===== config.mk =====
export PLATFORM = sky130hd
export DESIGN_NAME = cpu_seq_ctrl
export DESIGN_NICKNAME = d
export VERILOG_FILES = /design/src/rtl/cpu_seq_pkg.sv /design/src/rtl/seq_wdt.sv /design/src/rtl/cpu_seq_ctrl.sv
export SDC_FILE = /design/constraint.sdc
export NUM_CORES = 1
export LEC_CHECK = 0
export ABC_AREA = 1
export CAP_MARGIN = 20
export CORE_UTILIZATION = 30
export CTS_CLUSTER_DIAMETER = 200
export CTS_CLUSTER_SIZE = 8
export DETAILED_ROUTE_END_ITERATION = 10
export MAX_ROUTING_LAYER = met4
export PLACE_DENSITY_LB_ADDON = 0.05
export SYNTH_ARGS = -nofsm -noshare
export SYNTH_HDL_FRONTEND = slang
export SYNTH_SLANG_ARGS = --single-unit

===== constraint.sdc =====
create_clock -name CLK -period 4.9 [get_ports CLK]
set_clock_uncertainty 0.2 [all_clocks]
set_input_delay 1.47 -clock CLK [delete_from_list [all_inputs] [get_ports CLK]]
set_output_delay 1.47 -clock CLK [all_outputs]
set_load 0.01 [all_outputs]

===== src/rtl/cpu_seq_pkg.sv =====
// Shared definitions for the SC CPU fetch/execute sequencer.
//   state_e          : sequencer state encoding (3 bits)
//   WdtLimitDefault  : default watchdog limit in wait cycles (0 disables)
//   IrResetDefault   : default reset/idle value of the instruction register
//   wdt_width()      : watchdog counter width for a given limit
package cpu_seq_pkg;

  typedef enum logic [2:0] {
    StIdle,
    StFetch,
    StExec,
    StMem,
    StHalt,
    StFault
  } state_e;

  localparam int unsigned WdtLimitDefault = 255;
  localparam logic [7:0]  IrResetDefault  = 8'h00;

  // clog2(limit+1), but never narrower than one bit so a disabled watchdog still elaborates.
  function automatic int unsigned wdt_width(input int unsigned limit);
    return (limit == 0) ? 1 : $clog2(limit + 1);
  endfunction

endpackage


===== src/rtl/seq_wdt.sv =====
// Wait-cycle watchdog shared by the FETCH and MEM states.
//   clk_i     : clock
//   rst_i     : asynchronous reset, active-high
//   clr_i     : restart the count (state entry); wins over en_i
//   en_i      : a wait cycle is being spent
//   timeout_o : this wait cycle is the Limit-th one in a row
// A Limit of 0 disables the watchdog entirely.
module seq_wdt
  import cpu_seq_pkg::*;
#(
  parameter int unsigned Limit = WdtLimitDefault
) (
  input  logic clk_i,
  input  logic rst_i,
  input  logic clr_i,
  input  logic en_i,
  output logic timeout_o
);

  localparam int unsigned Width = wdt_width(Limit);
  localparam logic [Width-1:0] LastCnt = Width'((Limit == 0) ? 0 : Limit - 1);

  logic [Width-1:0] cnt_q, cnt_d;

  always_comb begin
    cnt_d = cnt_q;
    if (clr_i) begin
      cnt_d = '0;
    end else if (en_i && (Limit != 0) && (cnt_q != LastCnt)) begin
      cnt_d = cnt_q + Width'(1);
    end
  end

  always_ff @(posedge clk_i or posedge rst_i) begin
    if (rst_i) begin
      cnt_q <= '0;
    end else begin
      cnt_q <= cnt_d;
    end
  end

  // The count equals the number of wait cycles already spent, so reaching LastCnt while still
  // waiting means this is the Limit-th wait cycle.
  assign timeout_o = (Limit != 0) && en_i && (cnt_q == LastCnt);

endmodule


===== src/rtl/cpu_seq_ctrl.sv =====
// Multi-cycle fetch/execute sequencer for the 8-bit SC CPU.
// Fetches into INST over a valid handshake, turns the control unit's write enables into
// single-cycle commit strobes, stalls on data memory, and handles halt, run/stop and
// watchdog fault.
// Optional feature: define SEQ_SINGLE_STEP_EN to let a STEP pulse in IDLE (RUN=0) run
// exactly one instruction; otherwise STEP is ignored.
// Ports:
//   CLK, RST                  : clock, asynchronous active-high reset
//   RUN, STEP                 : continuous-run level, single-step pulse
//   IMEM_REQ/VLD/DATA         : instruction fetch handshake
//   INST                      : instruction register, to control unit
//   CU_*                      : control-unit decode of INST
//   DMEM_REQ/RDY              : data-memory access handshake
//   REG_W_STB .. PC_LD        : commit strobes
//   HALTED, FAULT             : terminal states, left only via RST
module cpu_seq_ctrl
  import cpu_seq_pkg::*;
#(
  parameter int unsigned WDT_LIMIT = WdtLimitDefault,
  parameter logic [7:0]  IR_RESET  = IrResetDefault
) (
  input  logic       CLK,
  input  logic       RST,
  input  logic       RUN,
  output logic       IMEM_REQ,
  input  logic       IMEM_VLD,
  input  logic [7:0] IMEM_DATA,
  output logic [7:0] INST,
  input  logic       CU_REG_W_EN,
  input  logic       CU_FLAG_W,
  input  logic       CU_DMEM_W_EN,
  input  logic       CU_MEM_ACC,
  input  logic       CU_PC_LD_EN,
  input  logic       CU_PC_EN,
  output logic       DMEM_REQ,
  input  logic       DMEM_RDY,
  output logic       REG_W_STB,
  output logic       FLAG_W_STB,
  output logic       DMEM_W_STB,
  output logic       PC_INC,
  output logic       PC_LD,
  output logic       HALTED,
  output logic       FAULT,
  input  logic       STEP
);

  state_e     state_q, state_d;
  logic [7:0] inst_q, inst_d;
  logic       commit;
  logic       wdt_en, wdt_clr, wdt_timeout;

  always_comb begin
    state_d  = state_q;
    inst_d   = inst_q;
    IMEM_REQ = 1'b0;
    DMEM_REQ = 1'b0;
    commit   = 1'b0;
    wdt_en   = 1'b0;
    unique case (state_q)
      StIdle: begin
        if (RUN) begin
          state_d = StFetch;
`ifdef SEQ_SINGLE_STEP_EN
        end else if (STEP) begin
          // RUN is low, so the commit of this pass falls back to IDLE by itself.
          state_d = StFetch;
`endif
        end
      end
      StFetch: begin
        IMEM_REQ = 1'b1;
        if (IMEM_VLD) begin
          inst_d  = IMEM_DATA;
          state_d = StExec;
        end else begin
          wdt_en = 1'b1;
          if (wdt_timeout) state_d = StFault;
        end
      end
      StExec: begin
        if (!CU_PC_EN) begin
          state_d = StHalt;
        end else if (CU_MEM_ACC) begin
          state_d = StMem;
        end else begin
          commit  = 1'b1;
          state_d = RUN ? StFetch : StIdle;
        end
      end
      StMem: begin
        DMEM_REQ = 1'b1;
        if (DMEM_RDY) begin
          commit  = 1'b1;
          state_d = RUN ? StFetch : StIdle;
        end else begin
          wdt_en = 1'b1;
          if (wdt_timeout) state_d = StFault;
        end
      end
      StHalt, StFault: ;
      default: state_d = StIdle;
    endcase
    // Restart the watchdog on every state change.
    wdt_clr = (state_d != state_q);
  end

  always_ff @(posedge CLK or posedge RST) begin
    if (RST) begin
      state_q <= StIdle;
      inst_q  <= IR_RESET;
    end else begin
      state_q <= state_d;
      inst_q  <= inst_d;
    end
  end

  seq_wdt #(
    .Limit(WDT_LIMIT)
  ) u_wdt (
    .clk_i    (CLK),
    .rst_i    (RST),
    .clr_i    (wdt_clr),
    .en_i     (wdt_en),
    .timeout_o(wdt_timeout)
  );

`ifndef SEQ_SINGLE_STEP_EN
  logic unused_step;
  assign unused_step = STEP;
`endif

  assign REG_W_STB  = commit & CU_REG_W_EN;
  assign FLAG_W_STB = commit & CU_FLAG_W;
  assign DMEM_W_STB = commit & (state_q == StMem) & CU_DMEM_W_EN;
  assign PC_LD      = commit & CU_PC_LD_EN;
  assign PC_INC     = commit & ~CU_PC_LD_EN;
  assign HALTED     = (state_q == StHalt);
  assign FAULT      = (state_q == StFault);
  assign INST       = inst_q;

endmodule


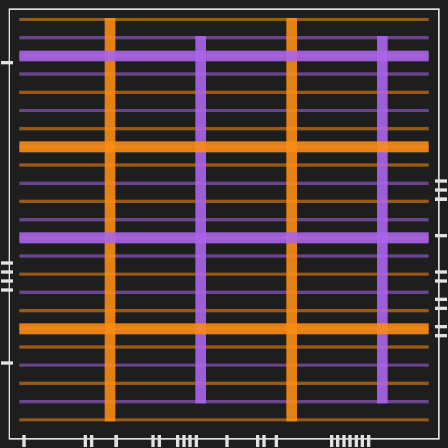
(run_1/floorplan.png)
Pins as bars on the die edge.
VSS: in orange. VDD: in purple.
37 signal pins sit on the boundary. 4 straps on met5. 23 met1 rails follow the rows. The core has 22 rows. 4 straps on met4.
worst supply voltage drop on vdd: 0.233 mV
overall die height: 64.0 µm
horizontal extent of the die: 64.0 µm

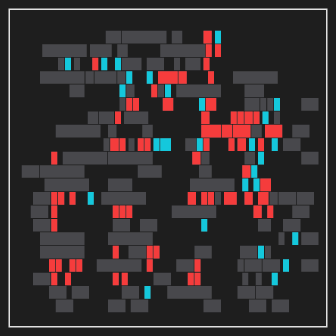
(run_1/gates.png)
nand cells: in red, cells 66. inv cells: in cyan, cells 27.

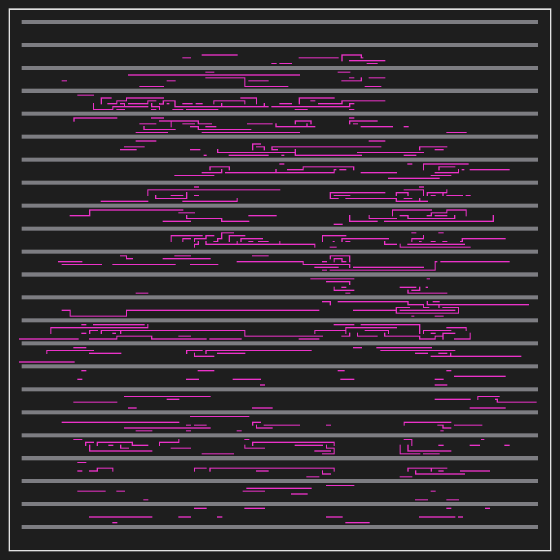
(run_1/m1.png)
Supply wires on this layer in grey.
The layer holds 47% of the routed length. The longest straight run is 22.8 µm.

run 1: logic make-up (layout without fill, tap and decap cells):
logic type / Yosys count / in the layout / synth area share
and+or+nand+nor: 94 / 94 / 0.392
buffers and inverters: 29 / 66 / 0.110
DFF: 19 / 19 / 0.413
AOI/OAI and AO/OA: 6 / 6 / 0.0337
xor gates and xnor gates: 4 / 4 / 0.0304
adders and majority gates: 2 / 2 / 0.0217
run 1: worst reg2reg max path, stage by stage, from the launching register on:
cell and delay, ns:
sky130_fd_sc_hd__dfrtp_1 0.44, sky130_fd_sc_hd__inv_2 0.18, sky130_fd_sc_hd__nand3_1 0.13, sky130_fd_sc_hd__nor2_2 0.38, sky130_fd_sc_hd__clkinv_1 0.37, sky130_fd_sc_hd__nand2_1 0.14, sky130_fd_sc_hd__nand2_1 0.06
run 1: per-stage QoR:
stage | utilization | hold slack, ns | setup WS (ns)
floorplan | - | 0.300 | 1.28
global placement | 0.421 | 0.257 | 0.219
detailed placement | 0.421 | 0.263 | 0.205
CTS | 0.433 | 0.281 | 0.196
global route | 0.433 | 0.306 | 0.141
finish | 0.433 | 0.274 | 0.214
run 1: cell type report:
type                            count  area (µm²)  area share
Multi-Input combinational cell    106         551       0.347
Sequential cell                    19         475       0.300
Timing Repair Buffer               35         350       0.221
Inverter                           27         104      0.0655
Tap cell                           48        60.1      0.0379
Clock buffer                        3        41.3      0.0260
Clock inverter                      1        5.00     0.00315
run 1: power by group through the flow:
stage | Sequential (mW) | Combinational [mW] | Clock [mW]
after floorplan | 0.247 | 0.204 | 0
after global placement | 0.243 | 0.337 | 0
after detailed placement | 0.243 | 0.339 | 0
after CTS | 0.240 | 0.341 | 0.114
after global routing | 0.247 | 0.372 | 0.124
final | 0.241 | 0.335 | 0.108
==> results_tabular.tex, run 1 <==
% Generated from flow reports
\begin{tabular}{lr}
\hline
Metric & Value \\
\hline
\multicolumn{2}{l}{\textbf{Drt}} \\
Wirelength per Cell & between 10 and 15 µm \\
WL met1 & approximately 1200 µm \\
Final wirelength & 2520 µm \\
Average via count per standard cell & 4.30 \\
DR vias & $\sim$1000 \\
Drt drc & 0 \\
Met2 Routed Length & $\sim$1200 µm \\
Initial detailed-routing violation count & around 65 \\
Number of search-and-repair iterations in the first detailed-routing pass & 4 \\
Metal3 WL & about 96 µm \\
\multicolumn{2}{l}{\textbf{Critical path}} \\
Total number of cells along the worst setup path & 5 \\
Endpoint of the worst setup timing path & REG\_W\_STB \\
Critical R2R Capture & INST[1] \\
Required time at the worst-slack endpoint & 3.23 ns \\
Data arrival time of the worst path & approximately 3.0 ns \\
Reg2reg setup slack & approximately 2.9 ns \\
Kind of end point of the critical path & output pin \\
Crit Path Category & in -> out \\
Nature of the critical path startpoint & input port \\
\multicolumn{2}{l}{\textbf{Logic synthesis}} \\
Most frequent cells after synthesis & 45 x sky130\_fd\_sc\_hd\_\_nand2\_1, 24 x sky130\_fd\_sc\_hd\_\_inv\_1, 19 x sky130\_fd\_sc\_hd\_\_dfrtp\_1 \\
Proportion of netlist area held by the largest area contributor & 0.413 \\
Cell count listed in synth\_stat.txt & around 150 \\
Flip-flops with a built-in enable & 0 \\
Post-Synthesis Mean Instance Area & $\sim$7.5 µm² \\
Sequential-to-total area share from yosys stat & 0.413 \\
Cell accounting for the most synthesized area & sky130\_fd\_sc\_hd\_\_dfrtp\_1 \\
Most area-consuming cells after synthesis & sky130\_fd\_sc\_hd\_\_dfrtp\_1 41\%, sky130\_fd\_sc\_hd\_\_nand2\_1 15\%, sky130\_fd\_sc\_hd\_\_inv\_1 7.8\% \\
Total cell area reported by yosys after synthesis & 1150 µm² \\
Number of library cell types mapped by synthesis & 25 \\
Synthesized cell area & 1150 µm² \\
\multicolumn{2}{l}{\textbf{Clock tree}} \\
CTS Hold Bufs & 0 \\
TritonCTS sink count & 19 \\
Number of buffers inserted by post-CTS setup repair & 0 \\
Worst-path clk slew & roughly 0.070 ns \\
TritonCTS clock tree & built \\
Master cell of the clock root buffer & sky130\_fd\_sc\_hd\_\_clkbuf\_8 \\
CTS buffer count & 3 \\
H-tree Lvls & 1 \\
\multicolumn{2}{l}{\textbf{Pwr}} \\
Share of total power in sequential cells & 0.352 \\
Internal Pwr Total & between 0.4 and 0.5 mW \\
Switching pwr & around 0.28 mW \\
Total power per unit cell area & about 430 nW/µm² \\
Fraction of power consumed by the clock network & 0.158 \\
\multicolumn{2}{l}{\textbf{Die}} \\
Area of the core & between 3000 and 4000 µm² \\
Row Count & 22 \\
Chip area & about 4100 µm² \\
\multicolumn{2}{l}{\textbf{Global routing}} \\
Grt peak-use layer & met2 \\
GR Layer Usage met2 & 0.230 \\
Maximum number of pins on one net before global-route repair & 20 \\
Global-route usage over all layers & 0.140 \\
\multicolumn{2}{l}{\textbf{Flow run}} \\
Max-Cap Viols & 0 \\
Log Warnings & 28 \\
\multicolumn{2}{l}{\textbf{Worst hold path}} \\
Worst hold start & INST[7] \\
Hold-critical path endpoint & INST[7] \\
Tightest Hold Check Type & reg -> reg \\
\multicolumn{2}{l}{\textbf{Final layout}} \\
Share of cells above drive strength 1 & 0.115 \\
Antenna cell count & 0 \\
\multicolumn{2}{l}{\textbf{Timing}} \\
Final period utilization & 0.956 \\
Relative max-transition margin & 0.499 \\
Summed negative setup slack over all endpoints & 0 ns \\
Slew of the pin with the lowest slew margin & 0.750 ns \\
Max Clk Rate & 213 MHz \\
Unrepaired setup endpoints after global routing & no \\
Clock period minus worst slack & 4.69 ns \\
\multicolumn{2}{l}{\textbf{Placement}} \\
HPWL Detailed & roughly 1900 µm \\
Post-placement cell count & about 240 \\
Dpl cell area & about 1500 µm² \\
\multicolumn{2}{l}{\textbf{Run status}} \\
Run status & finished clean \\
\hline
\end{tabular}
==> run_1/clock_nets.png <==
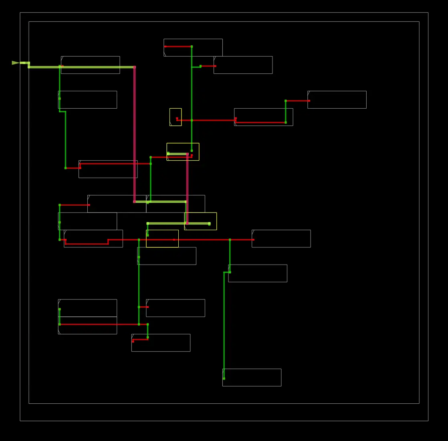

==> run 2, diff against run 1 <==
--- a/config.mk
+++ b/config.mk
@@ -13,6 +13,7 @@
 export DETAILED_ROUTE_END_ITERATION = 10
 export MAX_ROUTING_LAYER = met4
 export PLACE_DENSITY_LB_ADDON = 0.05
+export SKIP_CTS_REPAIR_TIMING = 1
 export SYNTH_ARGS = -nofsm -noshare
 export SYNTH_HDL_FRONTEND = slang
 export SYNTH_SLANG_ARGS = --single-unit
==> constraint.sdc (replaced) <==
create_clock -name CLK -period 3.9 [get_ports CLK]
set_clock_uncertainty 0.2 [all_clocks]
set_input_delay 1.17 -clock CLK [delete_from_list [all_inputs] [get_ports CLK]]
set_output_delay 1.17 -clock CLK [all_outputs]
set_load 0.01 [all_outputs]
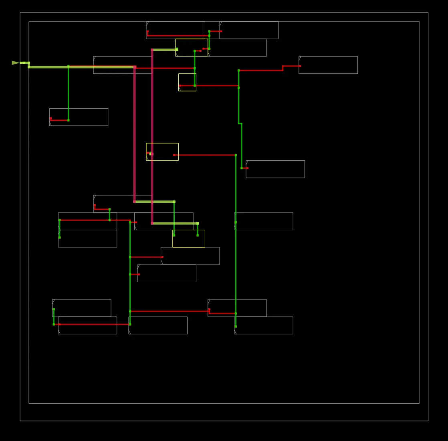
(run_2/clock_nets.png)
TritonCTS sink count: 19
number of clock buffers in the layout: 3
Flop Count: 19

==> run 2 against run 1 <==
Synthesized area unchanged. Via count rose by 3.8%. Utilization grew 1.4 points. Synthesized cell count unchanged. Sequential cell count stayed put. Non-clock buffer count rose by 5. Power increased by 28%. Critical path depth up 1. Final area rose by 3.3%. Largest cell class unchanged.
==> results_tabular.tex, run 2 <==
% Generated from flow reports
\begin{tabular}{lr}
\hline
Metric & Value \\
\hline
\multicolumn{2}{l}{\textbf{Run status}} \\
Run status & finished clean \\
\multicolumn{2}{l}{\textbf{Drt}} \\
Drt drc & 0 (unchanged) \\
Initial detailed-routing violation count & 37 (-43\%) \\
Final wirelength & 2600 µm (+3.3\%) \\
Number of search-and-repair iterations in the first detailed-routing pass & 4 (unchanged) \\
\multicolumn{2}{l}{\textbf{Placement}} \\
HPWL Detailed & 1960 µm (+0.87\%) \\
\multicolumn{2}{l}{\textbf{Clock tree}} \\
CTS buffer count & 3 (unchanged) \\
Worst-path clk slew & 0.08 ns (about the same) \\
TritonCTS clock tree & built \\
H-tree Lvls & 1 (unchanged) \\
Master cell of the clock root buffer & sky130\_fd\_sc\_hd\_\_clkbuf\_8 \\
\multicolumn{2}{l}{\textbf{Final layout}} \\
Non-Clock Buffer Area Fraction & 0.244 (+0.0235) \\
Dominant kind of cell by area & logic gates \\
Share of cells above drive strength 1 & 0.138 (+0.0226) \\
Multi-input comb cells & 106 (unchanged) \\
Antenna cell count & 0 (unchanged) \\
Count of inverters other than clock inverters in the layout & 27 (unchanged) \\
FF/Latch Area & 475 µm² (unchanged) \\
Leading cell types in the layout, fill and taps excluded & 45 x sky130\_fd\_sc\_hd\_\_nand2\_1, 30 x sky130\_fd\_sc\_hd\_\_clkdlybuf4s50\_1, 24 x sky130\_fd\_sc\_hd\_\_inv\_1 \\
Clock network area share & 0.0298 (+0.000591) \\
Fraction of area in multi-input gates & 0.336 (-0.0111) \\
Core utilization of the finished layout & 0.448 (+0.0144) \\
Register share of the cell area & 0.290 (-0.00961) \\
\multicolumn{2}{l}{\textbf{Logic synthesis}} \\
Synth logic family & simple AND/OR/NAND/NOR gates \\
Number of library cell types mapped by synthesis & 25 (unchanged) \\
Most area-consuming cells after synthesis & sky130\_fd\_sc\_hd\_\_dfrtp\_1 41\%, sky130\_fd\_sc\_hd\_\_nand2\_1 15\%, sky130\_fd\_sc\_hd\_\_inv\_1 7.8\% \\
Sequential-to-total area share from yosys stat & 0.413 (unchanged) \\
Total cell area reported by yosys after synthesis & 1150 µm² (unchanged) \\
Synthesized-area fraction occupied by and/or/nand/nor cells & 0.392 (unchanged) \\
Post-synthesis xor/xnor area fraction & 0.0304 (unchanged) \\
Cell count listed in synth\_stat.txt & 154 (unchanged) \\
Flip-flops with a built-in enable & 0 (unchanged) \\
Area share of and-or/or-and cells after synthesis & 0.0337 (unchanged) \\
Proportion of netlist area held by the largest area contributor & 0.413 (unchanged) \\
Synthesized-area fraction occupied by adder cells & 0.0217 (unchanged) \\
Multiplexer share of the synthesized area & 0 (unchanged) \\
Post-Synthesis Mean Instance Area & 7.48 µm² (unchanged) \\
\multicolumn{2}{l}{\textbf{Global routing}} \\
Global-route usage over all layers & 0.146 (+0.00630) \\
\multicolumn{2}{l}{\textbf{Die}} \\
Horizontal extent of the die & 64.0 µm (unchanged) \\
Tap cell instance count & 48 (unchanged) \\
Area of the core & 3660 µm² (unchanged) \\
Chip area & 4090 µm² (unchanged) \\
Overall die height & 64.0 µm (unchanged) \\
\multicolumn{2}{l}{\textbf{Timing}} \\
Unrepaired setup endpoints after global routing & no \\
Clock period minus worst slack & approximately 3.7 ns \\
Relative max-transition margin & 0.508 (+0.00857) \\
Slew of the pin with the lowest slew margin & 0.738 ns (-0.0128 ns) \\
Max Clk Rate & between 200 and 300 MHz \\
Setup violators final & 0 \\
\multicolumn{2}{l}{\textbf{Pwr}} \\
Switching pwr & 0.354 mW (+28\%) \\
Leading power group & combinational logic \\
Worst supply voltage drop on vdd & 0.204 mV (-12\%) \\
Fraction of power consumed by the clock network & 0.165 (+0.007) \\
Power Sequential & 0.303 mW (+26\%) \\
Internal Pwr Total & 0.519 mW (+27\%) \\
\multicolumn{2}{l}{\textbf{Flow run}} \\
Max-Cap Viols & 0 (unchanged) \\
Log Warnings & 28 (unchanged) \\
\multicolumn{2}{l}{\textbf{Critical path}} \\
Kind of end point of the critical path & output pin \\
Crit Path Category & in -> out \\
Nature of the critical path startpoint & input port \\
Required time at the worst-slack endpoint & 2.53 ns (-0.70 ns) \\
\multicolumn{2}{l}{\textbf{Worst hold path}} \\
Tightest Hold Check Type & reg -> reg \\
\hline
\end{tabular}
-- run 2: netlist changes by cell type in the layout (fill, tap and decap cells not counted), sizes merged --
| cell | previous run | this run |
|---|---|---|
| clkinvlp | 0 | 1 |
| buf | 0 | 5 |
| dlymetal6s2s | 0 | 5 |
| clkinv | 2 | 1 |
| clkdlybuf4s50 | 35 | 30 |
-- run 2: metrics by stage --
stage | hold slack [ns] | TNS [ns] | area (µm²) | instances | setup WS [ns]
2_1_floorplan | 0.300 | 0 | 1150 | 154 | 0.881
3_3_place_gp | 0.257 | -0.408 | 1570 | 239 | -0.100
3_5_place_dp | 0.263 | -0.411 | 1570 | 239 | -0.102
4_1_cts | 0.282 | -0.462 | 1620 | 243 | -0.112
5_1_grt | 0.307 | 0 | 1640 | 244 | 0.0793
6_report | 0.275 | 0 | 1640 | 244 | 0.165
-- run 2: metal layers --
metal	up-vias	share of wire	global-route usage
li1	558	-	-
met1	485	0.45	0.169
met2	19	0.50	0.245
met3	5	0.035	0.0286
met4	0	0.018	0.0682
met5	-	0	-
-- run 2: final timing paths --
kind	start	to	slack, ns	depth (start not counted)
min in group asynchronous	RST	INST[7]	1.14	2
worst min-delay path	INST[7]	INST[7]	0.27	2
worst min register to register	INST[7]	INST[7]	0.27	2
worst max-delay path	CU_PC_EN	REG_W_STB	0.17	6
worst max register to register	u_wdt.cnt_q[0]	u_wdt.cnt_q[6]	2.01	11
max in group asynchronous	RST	u_wdt.cnt_q[4]	1.90	2
-- run 2: worst max-delay path, delay by kind of cell --
| family | cells | cell delay, ns |
|---|---|---|
| and+or+nand+nor | 2 | 0.18 |
| buffers and inverters | 3 | 0.79 |
| AOI/OAI and AO/OA | 1 | 0.23 |
==> run_2/gates.png <==
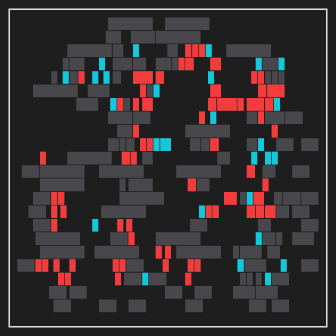

==> run 3, diff against run 2 <==
--- a/config.mk
+++ b/config.mk
@@ -11,8 +11,8 @@
 export CTS_CLUSTER_DIAMETER = 200
 export CTS_CLUSTER_SIZE = 8
 export DETAILED_ROUTE_END_ITERATION = 10
-export MAX_ROUTING_LAYER = met4
 export PLACE_DENSITY_LB_ADDON = 0.05
+export RECOVER_POWER = 50
 export SKIP_CTS_REPAIR_TIMING = 1
 export SYNTH_ARGS = -nofsm -noshare
 export SYNTH_HDL_FRONTEND = slang
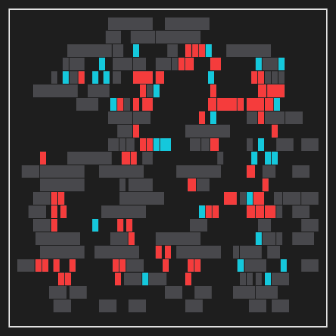
(run_3/gates.png)
nand cells: in red, cells 66. inv cells: in cyan, cells 27.
fraction of area in multi-input gates: 0.335
most frequently placed logic cell in the final layout: sky130_fd_sc_hd__nand2_1
post-layout instance count excluding filler cells: 244

==> run 3 against run 2 <==
Sequential cell count is the same. Hold slack got worse by 0.0031 ns. Critical path depth unchanged. Utilization down 0.34 points. Maximum frequency increased by 0.12%. Sequential share of layout area is 0.22 points higher. Sequential power barely moved. Final area shrank 0.76%. Synthesized cell count did not move. Highest routed layer unchanged.
==> results_tabular.tex, run 3 <==
% Generated from flow reports
\begin{tabular}{lr}
\hline
Metric & Value \\
\hline
\multicolumn{2}{l}{\textbf{Run status}} \\
Run status & finished clean \\
\multicolumn{2}{l}{\textbf{Critical path}} \\
Count of buffering cells on the critical path with inverters included & 3 (unchanged) \\
Worst path top cell family by delay & buffers and inverters \\
Kind of end point of the critical path & output pin \\
Startpoint of the worst register-to-register path & state\_q[2] \\
Startpoint of the worst setup timing path & CU\_PC\_EN \\
Nature of the critical path startpoint & input port \\
\multicolumn{2}{l}{\textbf{Worst hold path}} \\
Hold-critical path endpoint & INST[7] \\
Worst hold start & INST[7] \\
Hold depth & 2 (unchanged) \\
\multicolumn{2}{l}{\textbf{Clock tree}} \\
CTS buffer count & 3 (unchanged) \\
TritonCTS sink count & 19 (unchanged) \\
TritonCTS clock tree & built \\
H-tree Lvls & 1 (unchanged) \\
\multicolumn{2}{l}{\textbf{Die}} \\
Horizontal extent of the die & 64.0 µm (unchanged) \\
Overall die height & 64.0 µm (unchanged) \\
Chip area & 4090 µm² (unchanged) \\
Area of the core & 3660 µm² (unchanged) \\
\multicolumn{2}{l}{\textbf{Global routing}} \\
Global-route usage over all layers & 0.144 (-0.00287) \\
\multicolumn{2}{l}{\textbf{Pwr}} \\
Worst supply voltage drop on vdd & 0.204 mV (-0.37\%) \\
\multicolumn{2}{l}{\textbf{Timing}} \\
Setup violators final & 0 (unchanged) \\
Max Clk Rate & 268 MHz (+0.12\%) \\
Clock period minus worst slack & 3.73 ns (-0.00460 ns) \\
Unrepaired setup endpoints after global routing & no \\
Slew of the pin with the lowest slew margin & 0.738 ns (+0.000158 ns) \\
\multicolumn{2}{l}{\textbf{Final layout}} \\
Antenna cell count & 0 (unchanged) \\
Leading cell types in the layout, fill and taps excluded & 46 x sky130\_fd\_sc\_hd\_\_nand2\_1, 26 x sky130\_fd\_sc\_hd\_\_clkdlybuf4s50\_1, 24 x sky130\_fd\_sc\_hd\_\_inv\_1 \\
\multicolumn{2}{l}{\textbf{Drt}} \\
Drt drc & 0 (unchanged) \\
Initial detailed-routing violation count & 47 (+27\%) \\
Number of search-and-repair iterations in the first detailed-routing pass & 4 (unchanged) \\
Final wirelength & 2600 µm (unchanged) \\
\multicolumn{2}{l}{\textbf{Flow run}} \\
Log Warnings & 28 (unchanged) \\
\multicolumn{2}{l}{\textbf{Logic synthesis}} \\
Sequential-to-total area share from yosys stat & 0.413 (unchanged) \\
Most area-consuming cells after synthesis & sky130\_fd\_sc\_hd\_\_dfrtp\_1 41\%, sky130\_fd\_sc\_hd\_\_nand2\_1 15\%, sky130\_fd\_sc\_hd\_\_inv\_1 7.8\% \\
Flip-flops with a built-in enable & 0 (unchanged) \\
Number of library cell types mapped by synthesis & 25 (unchanged) \\
Total cell area reported by yosys after synthesis & 1150 µm² (unchanged) \\
\multicolumn{2}{l}{\textbf{Placement}} \\
HPWL Detailed & 1960 µm (unchanged) \\
Dpl ws & -0.102 ns (unchanged) \\
Post-placement cell count & 239 (unchanged) \\
Dpl cell area & 1570 µm² (unchanged) \\
\hline
\end{tabular}
==> run 3: final cells by class <==
class	count	area, µm²
Fill cell	380	2030
Multi-Input combinational cell	106	546
Sequential cell	19	475
Timing Repair Buffer	40	393
Inverter	27	104
Tap cell	48	60.1
Clock buffer	3	41.3
Clock inverter	1	7.51
==> run 3: where the power goes <==
| group | internal, mW | switching (mW) |
|---|---|---|
| registers | 0.252 | 0.0510 |
| logic | 0.188 | 0.229 |
| clock network | 0.0722 | 0.0727 |
| total | 0.512 | 0.353 |
==> run 3: cell families after synthesis <==
| kind of cell | count (synthesis) | synth area share |
|---|---|---|
| xor gates and xnor gates | 4 | 0.0304 |
| AOI/OAI and AO/OA | 6 | 0.0337 |
| DFF | 19 | 0.413 |
| adders and majority gates | 2 | 0.0217 |
| and+or+nand+nor | 94 | 0.392 |
| buffers and inverters | 29 | 0.110 |
==> run 3: worst max-delay path by stage <==
stage / endpoint / slack (ns) / cells after the start
2_1_floorplan: FLAG_W_STB / 0.88 / 3
3_3_place_gp: FLAG_W_STB / -0.10 / 5
3_5_place_dp: PC_INC / -0.10 / 5
4_1_cts: PC_INC / -0.11 / 5
5_1_grt: REG_W_STB / 0.08 / 6
6_report: REG_W_STB / 0.17 / 6
==> run 3: routing by layer <==
metal	global-route usage	vias up	routed length [µm]
li1	-	558	-
met1	0.169	482	1160
met2	0.245	21	1300
met3	0.0339	4	98
met4	0.0682	0	38
met5	0	-	0
==> run 3: worst min-delay path: cells and delay by family (launching register included) <==
kind / cells / cell delay, ns
DFF: 1 / 0.35
and+or+nand+nor: 2 / 0.10
==> run 3: through the flow <==
step	total power [mW]	TNS [ns]
after floorplan	0.566	0
final	0.865	0
after global placement	0.737	-0.408
after detailed placement	0.740	-0.411
after global routing	0.940	0
after CTS	0.887	-0.462

## Gallery

Register map, names as in the netlist.
Plate I
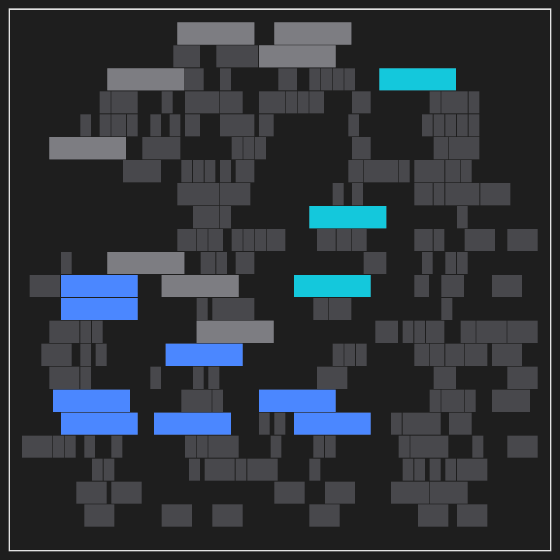
Plate II
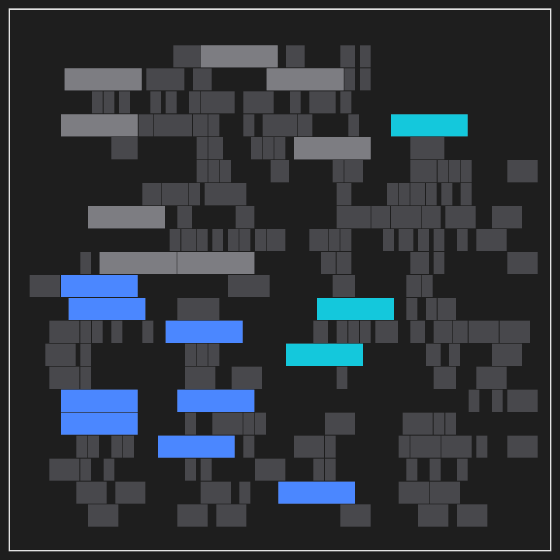
| from | picture |
|---|---|
| run 2 | Plate I |
| run 1 | Plate II |

Key to Plate II:
INST: in blue, flops 8. state_q: in cyan, flops 3.
Another 8 sequential cells are not coloured.

Power figures rest on the tool's default switching activity, not on a simulated workload.
